--- config.mk ---
export PLATFORM = sky130hd
export DESIGN_NAME = button_conditioner
export DESIGN_NICKNAME = d
export VERILOG_FILES = /design/src/rtl/seg_pkg.sv /design/src/rtl/debounce_channel.sv /design/src/rtl/button_conditioner.sv
export SDC_FILE = /design/constraint.sdc
export NUM_CORES = 1
export LEC_CHECK = 0
export CAP_MARGIN = 5
export CORE_AREA = 2 2 99 101
export CTS_CLUSTER_DIAMETER = 50
export DETAILED_ROUTE_END_ITERATION = 6
export DIE_AREA = 0 0 101 103
export HOLD_SLACK_MARGIN = 0.12
export MAX_ROUTING_LAYER = met4
export SLEW_MARGIN = 40
export SYNTH_ARGS = -nofsm -noshare
export SYNTH_HDL_FRONTEND = slang
export SYNTH_SLANG_ARGS = --single-unit
--- constraint.sdc ---
create_clock -name clk -period 1.86 [get_ports clk]
set_input_delay 0.372 -clock clk [delete_from_list [all_inputs] [get_ports clk]]
set_output_delay 0.372 -clock clk [all_outputs]
set_load 0.005 [all_outputs]
--- src/rtl/seg_pkg.sv ---
// Shared types for the seven-segment display front end and animation block.
package seg_pkg;

  // Rotation mode selected by the most recent accepted press.
  typedef enum logic [1:0] {
    ROT_L = 2'b00,
    ROT_R = 2'b01,
    ROT_C = 2'b10
  } rot_t;

  localparam rot_t ROT_RESET = ROT_C;

  // Priority encode coincident presses {c, r, l}: centre beats right beats left.
  function automatic rot_t rot_select(input logic [2:0] rises);
    rot_t w_sel;
    if (rises[2]) begin
      w_sel = ROT_C;
    end else if (rises[1]) begin
      w_sel = ROT_R;
    end else begin
      w_sel = ROT_L;
    end
    return w_sel;
  endfunction

endpackage

--- src/rtl/debounce_channel.sv ---
// One button channel: 2-FF synchroniser, counter debouncer, rising-edge detect.
// 'level' is the registered debounced state; 'rise' is high for the single
// cycle after 'level' flips 0->1 and is meant to be registered by the parent.
module debounce_channel #(
  parameter int DB_CYCLES = 1_000_000,
  parameter int CNT_W     = $clog2(DB_CYCLES)
) (
  input  logic clk,
  input  logic clr_n,
  input  logic raw,
  output logic level,
  output logic rise
);

  localparam logic [CNT_W-1:0] TERM = CNT_W'(DB_CYCLES - 1);

  logic             r_sync1;
  logic             r_sync2;
  logic             r_level;
  logic             r_level_q;
  logic [CNT_W-1:0] r_cnt;

  // Bring the asynchronous button into the clock domain.
  always_ff @(posedge clk or negedge clr_n) begin
    if (!clr_n) begin
      r_sync1 <= 1'b0;
      r_sync2 <= 1'b0;
    end else begin
      r_sync1 <= raw;
      r_sync2 <= r_sync1;
    end
  end

  // Accept a new level only after DB_CYCLES consecutive differing samples;
  // reaching terminal count forces the clear, so the counter never wraps.
  always_ff @(posedge clk or negedge clr_n) begin
    if (!clr_n) begin
      r_level <= 1'b0;
      r_cnt   <= '0;
    end else if (r_sync2 == r_level) begin
      r_cnt <= '0;
    end else if (r_cnt == TERM) begin
      r_level <= r_sync2;
      r_cnt   <= '0;
    end else begin
      r_cnt <= r_cnt + 1'b1;
    end
  end

  // Delayed copy of the debounced level for edge detection.
  always_ff @(posedge clk or negedge clr_n) begin
    if (!clr_n) begin
      r_level_q <= 1'b0;
    end else begin
      r_level_q <= r_level;
    end
  end

  assign level = r_level;
  assign rise  = r_level & ~r_level_q;

endmodule

--- src/rtl/button_conditioner.sv ---
// Conditions the left/right/centre buttons into press pulses, a restart
// pulse and a registered rotation mode for the display animation block.
module button_conditioner
  import seg_pkg::*;
#(
  parameter int DB_CYCLES = 1_000_000,
  parameter int CNT_W     = $clog2(DB_CYCLES)
) (
  input  logic       clk,
  input  logic       clr_n,
  input  logic       btn_l,
  input  logic       btn_r,
  input  logic       btn_c,
  output logic       press_l,
  output logic       press_r,
  output logic       press_c,
  output logic [2:0] held,
  output logic [1:0] rotation,
  output logic       restart
);

  logic [2:0] w_level;
  logic [2:0] w_rise;
  logic [2:0] r_press;
  logic       r_restart;
  rot_t       r_rotation;

  debounce_channel #(.DB_CYCLES(DB_CYCLES), .CNT_W(CNT_W)) u_ch_l (
    .clk(clk), .clr_n(clr_n), .raw(btn_l), .level(w_level[0]), .rise(w_rise[0])
  );

  debounce_channel #(.DB_CYCLES(DB_CYCLES), .CNT_W(CNT_W)) u_ch_r (
    .clk(clk), .clr_n(clr_n), .raw(btn_r), .level(w_level[1]), .rise(w_rise[1])
  );

  debounce_channel #(.DB_CYCLES(DB_CYCLES), .CNT_W(CNT_W)) u_ch_c (
    .clk(clk), .clr_n(clr_n), .raw(btn_c), .level(w_level[2]), .rise(w_rise[2])
  );

  // Register press pulses, restart and rotation together so they coincide.
  always_ff @(posedge clk or negedge clr_n) begin
    if (!clr_n) begin
      r_press    <= 3'b000;
      r_restart  <= 1'b0;
      r_rotation <= ROT_RESET;
    end else begin
      r_press   <= w_rise;
      r_restart <= |w_rise;
      if (|w_rise) begin
        r_rotation <= rot_select(w_rise);
      end
    end
  end

  assign press_l  = r_press[0];
  assign press_r  = r_press[1];
  assign press_c  = r_press[2];
  assign restart  = r_restart;
  assign held     = w_level;
  assign rotation = r_rotation;

endmodule

run_1/layer_met2.png
Cells faint in the background.
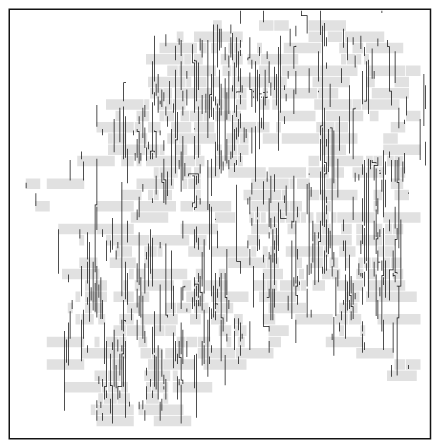
share of all routed wire: 47%
main direction: vertical
wire length on this layer: 3,160 um
detailed-route via count: 2,600
final wirelength: 6660 um
met2 Use GR: 22.9%

run_1/congestion.png
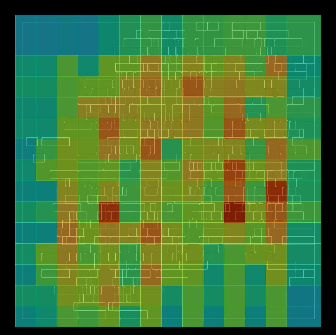
routing layer with the top usage in global route: met2
final design utilization: 44.7%

run_1/logic_types.png
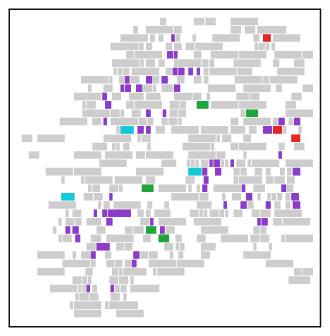
| color | family | cells |
|---|---|---|
| purple | NAND gates | 59 |
| cyan | adder and majority cells | 3 |
| green | multiplexers | 5 |
| red | AND-OR and OR-AND gates | 3 |
count of non-filler cells in the finished layout: 502
multi-input gate share of total cell area: 38.1%
most frequent standard cell in the layout excluding fill and tap cells: dfrtp_1

==> run notes, run 1 <==
Purpose: to document the outcome of synthesis and place and route.

Cells and area
The sequential cells in the finished layout cover a total of 1960 sq um. The share of cells above drive strength 1 is 14.2%. The number of diodes added for antenna fixing is 0. The portion of the layout cell area used by non-clock buffers is 7.10%. The post-synthesis to final-layout area growth is 16.7%.

The sequential cell count is 78. The final layout report lists a filler cell count of 886. After the last flow step, the layout net total stands at 391.

The cell group occupying the most layout area is flip-flops and latches. The clock buffer instance count of the final layout is 9. The proportion of cell area occupied by registers is 46.2%.

The most common logic cells in the final layout are 75 x dfrtp_1, 52 x nor2_1, 22 x xnor2_1, 20 x xor2_1, 20 x buf_4.

Clock network
Counting the buffers created by CTS gives 9. The clock tree root driver cell is clkbuf_8. The clock latency of the later-clocked register in the worst-skew pair is 0.35 ns.

Looking at the clock tree report, the maximum root-to-sink buffer count equals 2.

Logic synthesis
Yosys reports a chip area of 3620 sq um. The post-synthesis cell count from yosys is 351. The share of synthesized registers carrying an async set or reset is 100%. The biggest area contributor in the post-synthesis netlist is dfrtp_1. The post-synthesis register bit count is 78. The most common cell in the netlist is dfrtp_1. The synthesis log from Yosys contains 0 warnings. The synthesized area is 3620 sq um. The commonest register cell after synthesis is dfrtp_1.

Power and ir drop
Per the summary, power density relative to cell area is 716 nW/um^2. The static power due to leakage is 1.78 nW. The internal power of the cells totals 2.26 mW. The sequential logic power is 1.74 mW. The sum of internal, switching and leakage power is 3.03 mW. In this run the VDD rail shows a maximum IR drop of 338 uV. The top power group is sequential cells.

Setup path
The biggest cell delay along the critical path is 0.55 ns. On the critical path, the stage with the largest delay is an instance of dfstp_2. The capture point of the worst register-to-register path is recorded as u_ch_l.level. Per STA, the worst path is made up of clkdlybuf4s50_1. In this run the worst setup path begins at rotation[1]. The worst register-to-register path has a setup slack of 0.11 ns. The total number of cells along the worst setup path is 1.

Status
The run finished with clean final reports.

Worst hold path
Counting instances, the worst hold path has a depth of 0. The path with the worst hold slack has its endpoint at u_ch_l.r_sync2.

Final timing
The number of hold violations in the final report is 0. After layout, the worst path uses 94.6% of the clock period. The total negative slack is 0 ns. The final timing report derives a shortest allowable period of 1.76 ns. Per the finish-stage timing summary, setup violations number 0. The slew of the pin with the lowest slew margin is 0.418 ns.

Global route
The global-route track usage on met1 is 18.8%. The global routing met3 resource utilization is 4.27%. The number of antenna violations at the first check in global routing is 0.

The global-route wire length before repair is 11,700 um. Global routing finished with a remaining overflow of 0.

Floorplan
The number of ports placed on the die boundary is 14. The area enclosed by the die boundary is 10,400 sq um. Before placement the cells fill 38.3% of the core. The well-tap cell count is 114.

Placement
The count of input and output buffers is 13. The setup slack after placement is 0.0991 ns. In this run, placement finished with an instance count of 485.

Routing
The wire length on met1 is 3270 um. The number of remaining DRC errors is 0. The number of vias per cell is 5.18.

The wire length per cell is 13.3 um. In this run, the number of DRC markers left after iteration 0 of detailed routing was 72. Routed signal wires occupy layers up through met4.
-- run 1: registers in the layout (all words and copies together) (netlist names), 2 cells and up --
name	cells
u_ch_c.r_cnt	20
u_ch_l.r_cnt	20
u_ch_r.r_cnt	20
r_press	3
rotation	2
-- run 1: cells by family (layout without fill, tap and decap cells) --
family / count (synthesis) / in the layout / share of synthesized area [%]
flops: 78 / 78 / 53.9
simple gates: 168 / 168 / 25.3
fa+ha+maj: 3 / 3 / 1.04
mux: 5 / 5 / 1.48
compound gates: 32 / 32 / 5.18
xor+xnor: 42 / 42 / 10.1
buf+inv: 23 / 60 / 3.00
-- run 1: timing repair --
item                                    CTS  global route
endpoints found under the hold margin    77             0
endpoints found under the setup margin    0            11
setup buffers                             0             0
hold buffers                              1             0
gates resized                             0             9
## Run 2: what changed since run 1
ABC_CLOCK_PERIOD_IN_PS = 1860   (was unset)
==> run notes, run 2 <==
Purpose: to document the outcome of synthesis and place and route.

Power and ir drop
The static power due to leakage came to 1.78 nW (unchanged). The power per cell area is 716 nW/um^2 (unchanged). The largest vdd supply drop is 338 uV (unchanged). The internal cell power is 2.26 mW (unchanged).

The sum of internal, switching and leakage power is 3.03 mW (unchanged). The switching portion of total power comes to 25.4%.

Logic synthesis
Yosys instantiated no cell more often than dfrtp_1. The post-synthesis cell count from yosys is 351 (unchanged). The post-synthesis cell type with the largest combined area is dfrtp_1.

The share of synthesized registers carrying an async set or reset came to 100% (unchanged). The post-synthesis register bit count is 78 (unchanged). The Yosys warning count came to 0 (unchanged).

Setup path
For this design, the slowest cell found on the critical path is dfstp_2. Counting both buffers and inverters, the worst setup path holds a total of 1. The OpenROAD report gives the critical path a data arrival time of 1.39 ns. The total number of cells along the worst setup path came to 1 (unchanged). The endpoint of the worst register-to-register path is u_ch_l.level. The biggest cell delay along the critical path is 0.55 ns (about the same). The worst reg-to-reg setup slack is 0.11 ns (about the same). Traced cell by cell, the critical path runs through clkdlybuf4s50_1.

Routing
The wire length after detailed routing is 6660 um (unchanged). The number of vias per cell is 5.18 (unchanged). The DRC marker count from the first detailed-route iteration is 72 (unchanged). The via total after detailed routing was 2,600 (unchanged).

The number of remaining DRC errors is 0 (unchanged).

Cells and area
The fraction of standard cell area in multi-input logic is 38.1% (unchanged). In the final design, more cell area goes to flip-flops and latches than to any other class. The post-synthesis to final-layout area growth is 16.7% (unchanged).

The number of fill cells in the layout is 886 (unchanged). The proportion of cell area spent on the clock network is 4.29%. Ranking logic cells in the layout by count gives the top entries 75 x dfrtp_1, 52 x nor2_1, 22 x xnor2_1, 20 x xor2_1, 20 x buf_4. The utilization after layout was 44.7% (unchanged).

The number of diodes added for antenna fixing is 0 (unchanged). The portion of the layout cell area used by non-clock buffers came to 7.10% (unchanged). The largest registers in the layout are u_ch_c.r_cnt (20), u_ch_l.r_cnt (20), u_ch_r.r_cnt (20). The share of cells above drive strength 1 was 14.2% (unchanged).

The sequential cell count was 78 (unchanged).

Global route
The total congestion overflow after global routing is 0 (unchanged). The global-route wire length before repair is 11,700 um (unchanged). The number of antenna violations at the first check in global routing is 0 (unchanged). The total global-route track usage is 14.9%.

Worst hold path
The launch point of the worst min-delay path is recorded as u_ch_l.r_sync1. The instance count along the most critical hold path was 0 (unchanged). The worst-case hold path end point is u_ch_l.r_sync2.

Floorplan
The floorplan utilization came to 38.3% (unchanged). The vertical die dimension reported for this design is 103 um. The area enclosed by the die boundary is 10,400 sq um (unchanged).

The number of ports placed on the die boundary is 14 (unchanged). The well-tap cell count was 114 (unchanged).

Status
The flow ran to the end, and the final reports show no timing, DRC or antenna violations.

Final timing
The final clock period utilization by the worst path is 94.6% (unchanged). The clock period minus final worst setup slack was 1.76 ns (unchanged). The final-report setup violation count is 0 (unchanged). The slew of the pin with the lowest slew margin is 0.418 ns (unchanged). The number of hold violations in the final report came to 0 (unchanged). The worst-case setup margin in the final layout is 0.0998 ns.

The total negative slack is 0 ns (unchanged).

Clock network
The clock tree root driver cell is clkbuf_8. The post-cts sizing count is 0 (unchanged). The post-CTS setup buffer count came to 0 (unchanged). The total CTS buffers is 9 (unchanged). The clock latency of the later-clocked register in the worst-skew pair came to 0.35 ns (about the same).

The number of buffers on the longest clock path came to 2 (unchanged).

Placement
The setup slack after placement came to 0.0991 ns (unchanged). The number of placed instances with taps included is 485 (unchanged). The count of input and output buffers is 13 (unchanged).
run 2: cell families after synthesis:
family / count (synthesis) / share of synthesized area [%]
AOI/OAI and AO/OA: 32 / 5.18
xor gates and xnor gates: 42 / 10.1
adders and majority gates: 3 / 1.04
buffers and inverters: 23 / 3.00
DFF: 78 / 53.9
muxes: 5 / 1.48
and+or+nand+nor: 168 / 25.3
run 2: per-layer routing:
metal | track usage (%) | wire length, um | vias to the layer above
met4 | 5.51 | 86 | 0
li1 | - | - | 1298
met2 | 22.9 | 3160 | 28
met3 | 4.27 | 147 | 7
met5 | - | 0 | -
met1 | 18.8 | 3270 | 1267
run 2: worst register-to-register path: stages, from the launching register on:
cell and delay, ns:
dfrtp_1 0.41, nand3_1 0.11, or4b_1 0.57, nor2_2 0.20, mux2_1 0.34
run_2/congestion.png
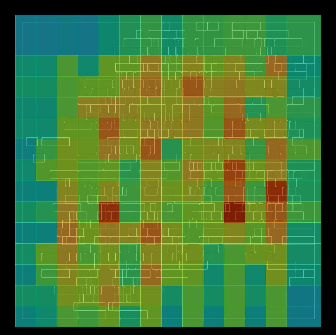
met3 capacity usage during global routing: 4.27%
met1 routing resource usage after global routing: 18.8%
routed length per instance: 13.3 um

run_2/logic_types.png
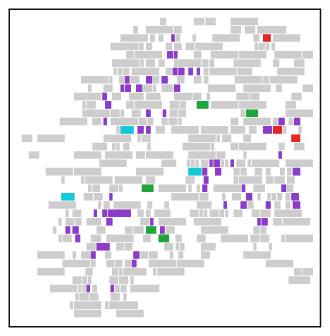
| color | family | cells |
|---|---|---|
| red | AND-OR and OR-AND gates | 3 |
| green | multiplexers | 5 |
| cyan | adder and majority cells | 3 |
| purple | NAND gates | 59 |

run_2/flops_by_reg.png
Other sequential cells in the stronger gray, the rest of the logic in the fainter gray.
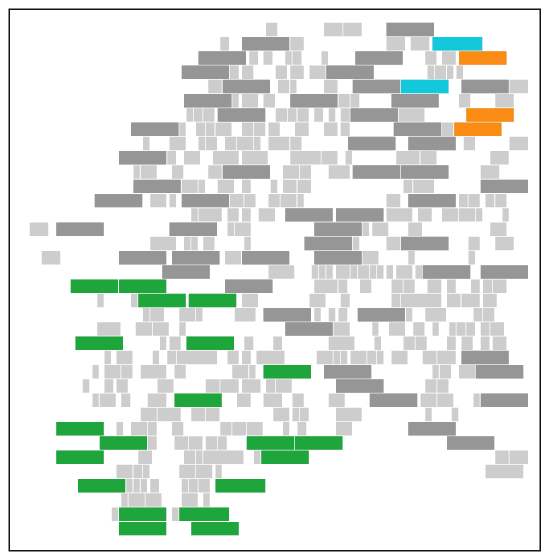
| color | name in the netlist | placed flops |
|---|---|---|
| green | u_ch_l.r_cnt | 20 |
| orange | r_press | 3 |
| cyan | rotation | 2 |
fraction of area in registers: 46.2%
Sequential cell area: 1960 sq um
power drawn by the sequential cells: 1.74 mW

Power is estimated from default activity; no workload was simulated.
